Fig. 1: placement by cell class
Bar = 50 um.
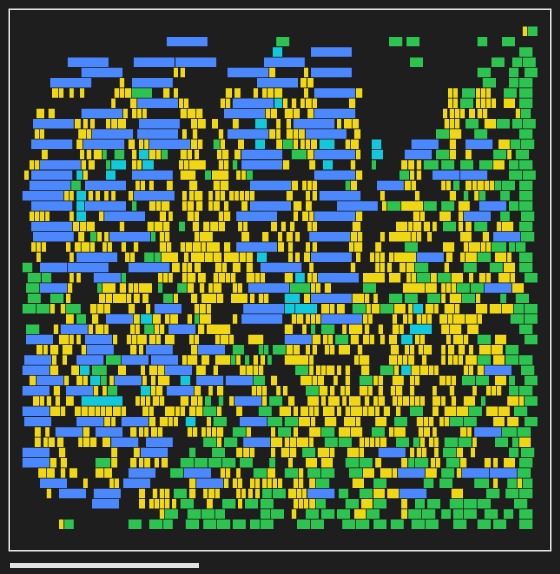
Fig. 2: clock wiring as the flow saved it
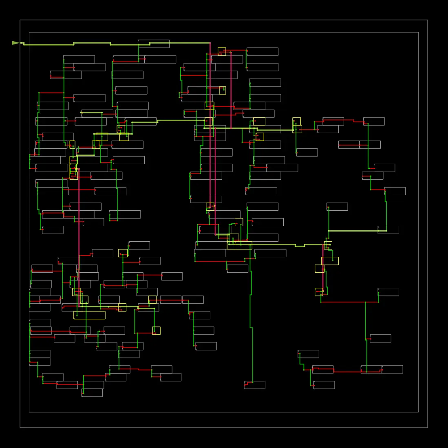
==> config.mk <==
export PLATFORM = sky130hd
export DESIGN_NAME = cache_lookup_ctrl_flat
export DESIGN_NICKNAME = d
export VERILOG_FILES = /design/src/rtl/cache_lookup_ctrl_if.sv /design/src/rtl/cache_lookup_ctrl.sv /design/src/flat_wrapper.sv
export SDC_FILE = /design/constraint.sdc
export NUM_CORES = 1
export LEC_CHECK = 0
export ABC_AREA = 1
export CAP_MARGIN = 30
export CORE_MARGIN = 3
export CORE_UTILIZATION = 45
export CTS_BUF_LIST = sky130_fd_sc_hd__clkbuf_4
export CTS_CLUSTER_SIZE = 24
export DETAILED_ROUTE_END_ITERATION = 10
export GPL_TIMING_DRIVEN = 0
export PLACE_DENSITY = 0.74
export SETUP_SLACK_MARGIN = 0.1
export SLEW_MARGIN = 0
export SYNTH_ARGS = -nofsm -noshare
export SYNTH_HDL_FRONTEND = slang
export SYNTH_SLANG_ARGS = --single-unit
==> constraint.sdc <==
create_clock -name clk -period 3.5 [get_ports clk]
set_input_delay 0.35 -clock clk [delete_from_list [all_inputs] [get_ports clk]]
set_output_delay 0.35 -clock clk [all_outputs]
set_load 0.05 [all_outputs]
==> results.txt <==
Synthesis and PnR results.

- The stage logs contain a warning count of 30.
- The share of synthesized cell area in and-or and or-and compound cells reads 11.1%.
- The number of remaining DRC errors reads 0.
- Per the GRT congestion report, total overflow comes to 0.
- The top flip-flop cell by instance count after synthesis is sky130_fd_sc_hd__dfxtp_1.
- The initial cell density of the core is 46.4%.
- The design internal power reads 2.65 mW.
- The synthesized netlist handed to floorplanning was reported with a cell count of 1146.
- The kind of cell adding the most delay to the critical path reads buffers and inverters.
- The setup TNS is 0 ps.
- Global routing used 50.7% of the available met2 tracks.
- The simple-gate share of the synthesized area reads 28.8%.
- The wire length on met3 is 2.46 mm.
- In the final layout, the share of cells above drive strength 1 is 12.2%.
- The critical path capture point type is an output pin.
- The final setup violation count reads 0.
- The switching power as a share of total power is 40.1%.
- The data required time at the worst endpoint is 3150 ps.
- After detailed routing, the total wire length is 29.4 mm.
- The fraction of power consumed by the clock network is 24.5%.
- Max-slew check failures listed in the final report amount to 0.
- The final antenna-violating net count reads 0.
- The cell type that accounts for the most area after synthesis is sky130_fd_sc_hd__edfxtp_1.
- The most common cell after layout, fill and taps aside reads sky130_fd_sc_hd__nand2_1.
- The weighted congestion reported at the end of routability-driven placement reads 0.959.
- Sorting the synthesized cells by area gives the leading types as sky130_fd_sc_hd__edfxtp_1 (23%), sky130_fd_sc_hd__dfxtp_1 (16%), sky130_fd_sc_hd__nand2_1 (12%).
- Yosys instantiated no cell more often than sky130_fd_sc_hd__nand2_1.
- Per STA, the worst path is made up of buf_2, xnor2_1, nand2_1, nor2_1, nand2_1, nor2_1, nand3_1, nand2_1, nand2_2, o21ai_0, dlygate4sd1_1.
- STA reports the tightest min-delay check as being of type in2reg.
- The worst-margin pin slew reads 909 ps.
- The area inside the core boundary is 0.0182 mm2.
- The cell area reported after detailed placement reads 0.0108 mm2.
- The number of global-route vias before repair was 7988.
- Counting distinct cell types in the post-synthesis netlist gives 42.
- The die extent in x reads 143 um.
- The combinational fraction of design power is 36.5%.
- The power group with the largest share is registers.
- The static power due to leakage is 4.51 nW.
- The routed length on met1 is 11.7 mm.
- The total of fill cells in the finished design reads 1707.
- Hold analysis shows the worst path with a depth of 3.
- In the layout the commonest cells are sky130_fd_sc_hd__nand2_1 (260), sky130_fd_sc_hd__clkdlybuf4s50_1 (194), sky130_fd_sc_hd__nor2_1 (158).
- The final total power is 4.41 mW.
- The synthesized design contains 131 register bits.
- The flow ran to the end, and the final reports show no timing, DRC or antenna violations.
- In this run the maximum-capacitance check reported violations numbering 0.
- For the sequential group, total power comes out at 1.72 mW.
-- Fig. 1 (at the start) --
- green: remaining buffers and delay cells (cells 291; share of their area 24%)
- yellow: remaining logic cells (cells 930; share of their area 43%)
- blue: registers (cells 131; share of their area 30%)
- cyan: clock drivers and dummy loads (cells 32; share of their area 2.7%)
proportion of cell area occupied by registers: 29.5%
Design Area, Final: 0.0110 mm2

-- Fig. 2 (at the start) --
clock buffers: 17
worst setup skew after layout: 21.9 ps

Power figures rest on the tool's default switching activity, not on a simulated workload.
